## src/rtl/uart_pkg.sv

```systemverilog
// Shared UART constants and the baud increment calculator used by the
// fractional baud rate generator.
package uart_pkg;

  localparam int UART_OVERSAMPLE_DEF = 32'd16;
  localparam int UART_ACC_W_DEF      = 32'd32;

  // Rounded increment: baud*ovs*2^acc_w/clk_hz, half-up rounding.
  function automatic longint unsigned calc_baud_inc(
    input longint unsigned clk_hz,
    input longint unsigned baud,
    input longint unsigned ovs,
    input int unsigned     acc_w
  );
    longint unsigned num_v;
    num_v = (baud * ovs) << acc_w;
    return (num_v + (clk_hz / 64'd2)) / clk_hz;
  endfunction

endpackage

```

## src/rtl/uart_frac_brg_phase_acc.sv

```systemverilog
// Phase accumulator with increment register; carry is qualified so that a
// load or clear in the same cycle suppresses it.
module brg_phase_acc
  import uart_pkg::*;
#(
  parameter int               ACC_W     = UART_ACC_W_DEF,
  parameter logic [ACC_W-1:0] RESET_INC = '0
) (
  input  logic             clk,
  input  logic             rst_n,
  input  logic             en_i,
  input  logic             clr_i,
  input  logic             load_i,
  input  logic [ACC_W-1:0] load_val_i,
  output logic             carry_o
);

  logic [ACC_W-1:0] acc_q, acc_d;
  logic [ACC_W-1:0] inc_q, inc_d;
  logic [ACC_W:0]   sum_s;

  assign sum_s = {1'b0, acc_q} + {1'b0, inc_q};

  // Next-state: load beats clear beats enable.
  always_comb begin
    acc_d   = acc_q;
    inc_d   = inc_q;
    carry_o = 1'b0;
    if (load_i) begin
      inc_d = load_val_i;
      acc_d = '0;
    end else if (clr_i) begin
      acc_d = '0;
    end else if (en_i) begin
      acc_d   = sum_s[ACC_W-1:0];
      carry_o = sum_s[ACC_W];
    end else begin
      acc_d = acc_q;
    end
  end

  // Accumulator and increment registers.
  always_ff @(posedge clk or negedge rst_n) begin
    if (!rst_n) begin
      acc_q <= '0;
      inc_q <= RESET_INC;
    end else begin
      acc_q <= acc_d;
      inc_q <= inc_d;
    end
  end

endmodule

```

## src/rtl/uart_frac_brg.sv

```systemverilog
// Fractional-N UART baud rate generator: oversampled rx_tick, 1x tx_tick and
// the position of the current rx_tick within the bit.
module uart_frac_brg
  import uart_pkg::*;
#(
  parameter int CLOCK_FREQ = 32'd50_000_000,
  parameter int BAUD_RATE  = 32'd115_200,
  parameter int OVERSAMPLE = UART_OVERSAMPLE_DEF,
  parameter int ACC_W      = UART_ACC_W_DEF,
  localparam int OS_W      = $clog2(OVERSAMPLE)
) (
  input  logic             clk,
  input  logic             rst_n,
  input  logic             en,
  input  logic             sync_clr,
  input  logic             cfg_load,
  input  logic [ACC_W-1:0] cfg_inc,
  output logic             cfg_ack,
  output logic             rx_tick,
  output logic             tx_tick,
  output logic [OS_W-1:0]  os_phase
);

  localparam longint unsigned DEFAULT_INC_W =
    calc_baud_inc(64'(CLOCK_FREQ), 64'(BAUD_RATE), 64'(OVERSAMPLE), ACC_W);
  localparam logic [ACC_W-1:0] DEFAULT_INC = DEFAULT_INC_W[ACC_W-1:0];
  localparam logic [OS_W-1:0]  OS_MAX      = OS_W'(OVERSAMPLE - 1);

  logic            carry_s;
  logic [OS_W-1:0] os_q, os_d;
  logic            rx_q, rx_d;
  logic            tx_q, tx_d;
  logic            ack_q, ack_d;

  brg_phase_acc #(
    .ACC_W     (ACC_W),
    .RESET_INC (DEFAULT_INC)
  ) u_acc (
    .clk        (clk),
    .rst_n      (rst_n),
    .en_i       (en),
    .clr_i      (sync_clr),
    .load_i     (cfg_load),
    .load_val_i (cfg_inc),
    .carry_o    (carry_s)
  );

  // Oversample counter and tick generation; carry is already gated by load/clear.
  always_comb begin
    os_d  = os_q;
    rx_d  = 1'b0;
    tx_d  = 1'b0;
    ack_d = 1'b0;
    if (cfg_load) begin
      os_d  = '0;
      ack_d = 1'b1;
    end else if (sync_clr) begin
      os_d = '0;
    end else if (carry_s) begin
      rx_d = 1'b1;
      tx_d = (os_q == OS_MAX);
      os_d = (os_q == OS_MAX) ? '0 : os_q + {{(OS_W-1){1'b0}}, 1'b1};
    end else begin
      os_d = os_q;
    end
  end

  // Output registers.
  always_ff @(posedge clk or negedge rst_n) begin
    if (!rst_n) begin
      os_q  <= '0;
      rx_q  <= 1'b0;
      tx_q  <= 1'b0;
      ack_q <= 1'b0;
    end else begin
      os_q  <= os_d;
      rx_q  <= rx_d;
      tx_q  <= tx_d;
      ack_q <= ack_d;
    end
  end

  assign os_phase = os_q;
  assign rx_tick  = rx_q;
  assign tx_tick  = tx_q;
  assign cfg_ack  = ack_q;

endmodule

```

## config.mk

```make
export PLATFORM = sky130hd
export DESIGN_NAME = uart_frac_brg
export DESIGN_NICKNAME = d
export VERILOG_FILES = /design/src/rtl/uart_pkg.sv /design/src/rtl/uart_frac_brg_phase_acc.sv /design/src/rtl/uart_frac_brg.sv
export SDC_FILE = /design/constraint.sdc
export NUM_CORES = 1
export LEC_CHECK = 0
export CAP_MARGIN = 25
export CORE_MARGIN = 1.5
export CORE_UTILIZATION = 28
export CTS_BUF_LIST = sky130_fd_sc_hd__clkbuf_8
export CTS_CLUSTER_SIZE = 40
export DETAILED_ROUTE_END_ITERATION = 10
export SETUP_SLACK_MARGIN = 0.02
export SYNTH_ARGS = -nofsm -noshare
export SYNTH_HDL_FRONTEND = slang
export SYNTH_HIERARCHICAL = 1
export SYNTH_SLANG_ARGS = --single-unit
export TNS_END_PERCENT = 5
```

## constraint.sdc

```tcl
create_clock -name clk -period 4.4 [get_ports clk]
set_input_delay 0.66 -clock clk [delete_from_list [all_inputs] [get_ports clk]]
set_output_delay 0.66 -clock clk [all_outputs]
set_load 0.01 [all_outputs]
```

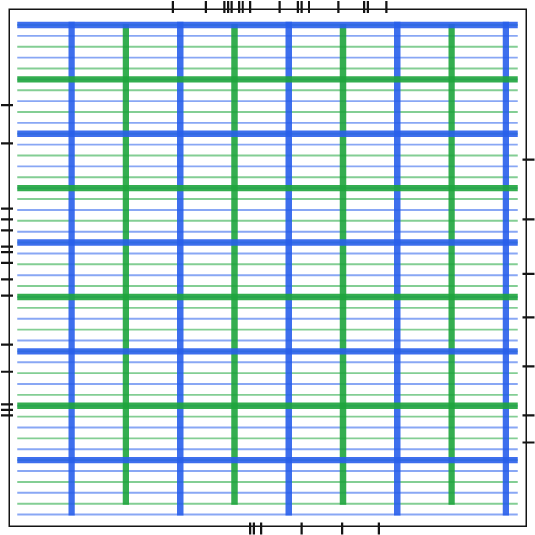
Figure 1: supply network.
Drawn at 4 px/um. Pins as bars on the die edge.
| colour | net |
|---|---|
| blue | VSS |
| green | VDD |
met4 straps: 9
met1 rails: 46
met5 straps: 9
chip width: 129 um
die y size: 129 um
worst voltage drop across the vdd grid: 0.161 mV
Std-Cell Core Area: 0.0153 sq mm

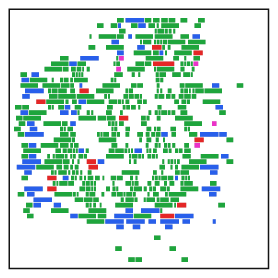
Figure 2: cell sizes after repair.
Drawn at 2 px/um.
| colour | size | cells | share |
|---|---|---|---|
| green | drive 1 or less | 424 | 84% |
| magenta | drive 3 to 4 | 5 | 0.99% |
| blue | drive 2 | 64 | 13% |
| red | drive 6 and up | 13 | 2.6% |
synthesis-to-finish area growth: 19.8%
Worst Slack Setup Final: 973 ps
Non-clk bufs: 47
post-route cell area: 0.00531 sq mm

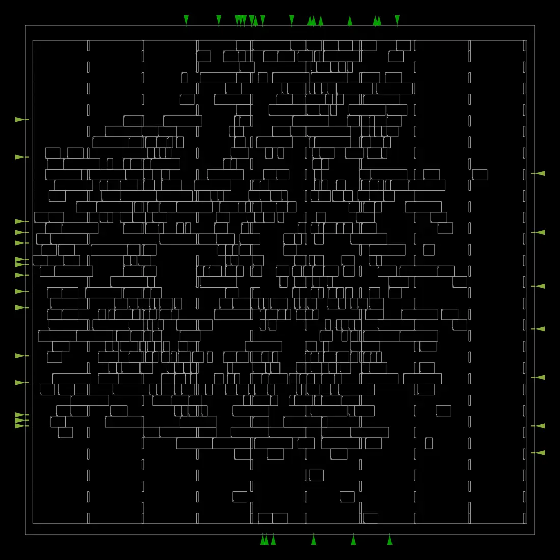
Figure 3: cell placement.
final cell count without fillers: 717
Site Rows: 45
number of well-tap cells placed: 211

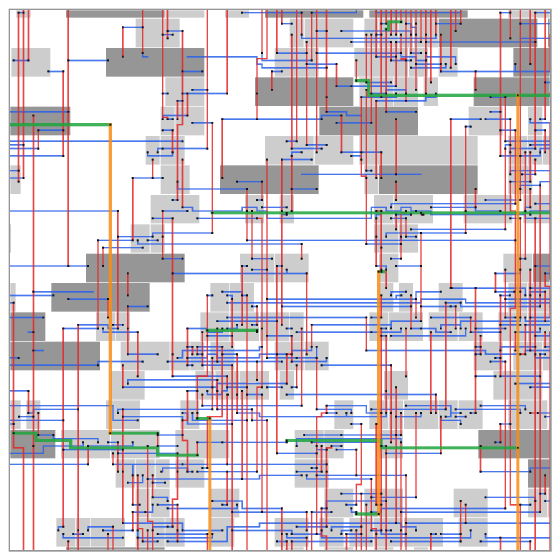
Figure 4: close-up of the layout.
Window x 39 to 89, y 65 to 115 um. Cells in grey, sequential cells in the stronger grey; small squares are vias.
| colour | layer |
|---|---|
| red | met2 |
| orange | met4 |
| green | met3 |
| blue | met1 |
cells with their middle in the window: 134
netlist names of flops here include: u_acc/acc_q (6), u_acc/inc_q (4), os_phase (2)
most frequent: o21ai_0 (15), nand2_1 (11), dfrtp_1 (11)
sequential cells in the window: 12

==> notes.md <==
Synthesis and place-and-route results.

- The per-instance average area after synthesis is slightly below 10 sq um.
- The slowest stage of the critical path belongs to the cell dfstp_2.
- The final estimated routing congestion in global placement is around 0.90.
- The fraction of area in clock buffers and inverters is 0.0391.
- The destination of the worst register-to-register timing path is os_phase[3].
- The sequential area share after synthesis is 0.405.
- By area, the class that comes first in the final layout consists of logic gates.
- The biggest area contributor in the post-synthesis netlist is dfrtp_1.
- The commonest register cell is dfrtp_1.
- The flow ran to the end, and the final reports show no timing, DRC or antenna violations.
- The fraction of area in multi-input gates is 0.479.
- The warning total across the stage logs is 26.
- The DRC violation count after routing is 0.
- The register-to-register setup slack is ~970 ps.
- Looking at the post-CTS report, the setup buffer insertion count equals 0.
- After synthesis, the design contains approximately 460 cells according to Yosys.
- The clock tree root driver cell is clkbuf_8.
- For the worst reg-to-reg path, the startpoint reported by OpenROAD is u_acc/inc_q[1].
- The die covers 0.0166 sq mm.
- The number of different library cells in the post-synthesis netlist is about 55.
- The number of hold buffers added after CTS was 0.
- The post-CTS resize count is 0.
- The fraction of area in registers is 0.338.
- Per STA, the highest per-stage delay on the worst path measures about 540 ps.
- The critical path goes through inv_1 > fa_1 > or2b_1 > a21oi_2 > o21a_2 > o21bai_2 > a211oi_1 > o21ai_0 > a21oi_1 > nand2_2 > or3_1 > a21oi_1.
- The number of flip-flops and latches in the synthesized netlist is about 70.
- The number of antenna violations at the first check in global routing was 0.
- Setup repair after global routing left no endpoint under its margin.
- Per the post-synthesis report, the nets total 530.
- The sequential cell count is between 70 and 80.
- The total of endpoints with negative setup slack in the final report is 0.
- The final route contains ~3500 vias.
- Of the available clock period, the critical path in the final layout requires 0.779.
- Yosys reports that the most numerous cell types are dfrtp_1, nand2_1, o21ai_0, a21oi_1, ha_1.
- Measured on the finished design, the core utilization comes to 0.347.
- The number of cells traversed by the worst register-to-register path is 12.
## through the flow
stage                     hold WS [ps]  area [sq um]
final                              258          5310
after global routing               272          5310
after CTS                          258          5310
after detailed placement           478          5100
after global placement             471          5080
after floorplan                    364          4440
## where the power goes
group	leakage, nW	internal, mW	switching (mW)
combinational	1.24	0.179	0.218
sequential	0.887	0.711	0.0290
clock	0.105	0.291	0.252
## registers in the layout, summed over array words and instances, names as in the netlist
signal       cells
u_acc/acc_q     32
u_acc/inc_q     32
os_phase         4
cfg_ack          1
rx_tick          1
tx_tick          1
## per-layer routing
metal / wire length, um / vias up / track usage
met2: 4930 / 63 / 0.226
li1: - / 1761 / -
met3: 381 / 12 / 0.0316
met5: 0 / - / 0
met1: 5070 / 1701 / 0.173
met4: 174 / 0 / 0.0615
## logic make-up (layout without fill, tap and decap cells)
logic type | after synthesis | in the layout | share of synthesized area
and+or+nand+nor | 125 | 125 | 0.131
DFF | 71 | 71 | 0.405
AOI/OAI and AO/OA | 144 | 144 | 0.208
adders and majority gates | 34 | 34 | 0.0976
buffers and inverters | 26 | 73 | 0.0226
muxes | 34 | 34 | 0.0855
xor gates and xnor gates | 25 | 25 | 0.0494
## worst max path at each step
| stage | start | endpoint | slack (ps) | depth (start not counted) |
|---|---|---|---|---|
| finish | u_acc/inc_q[1] | os_phase[3] | 970 | 12 |
| CTS | u_acc/inc_q[1] | os_phase[3] | 970 | 12 |
| global route | u_acc/acc_q[0] | os_phase[3] | 770 | 13 |
| global placement | u_acc/inc_q[1] | os_phase[3] | 1130 | 12 |
| floorplan | u_acc/inc_q[1] | os_phase[3] | 1440 | 12 |
| detailed placement | u_acc/inc_q[1] | os_phase[3] | 1040 | 12 |
Power and IR drop assume default switching activity.
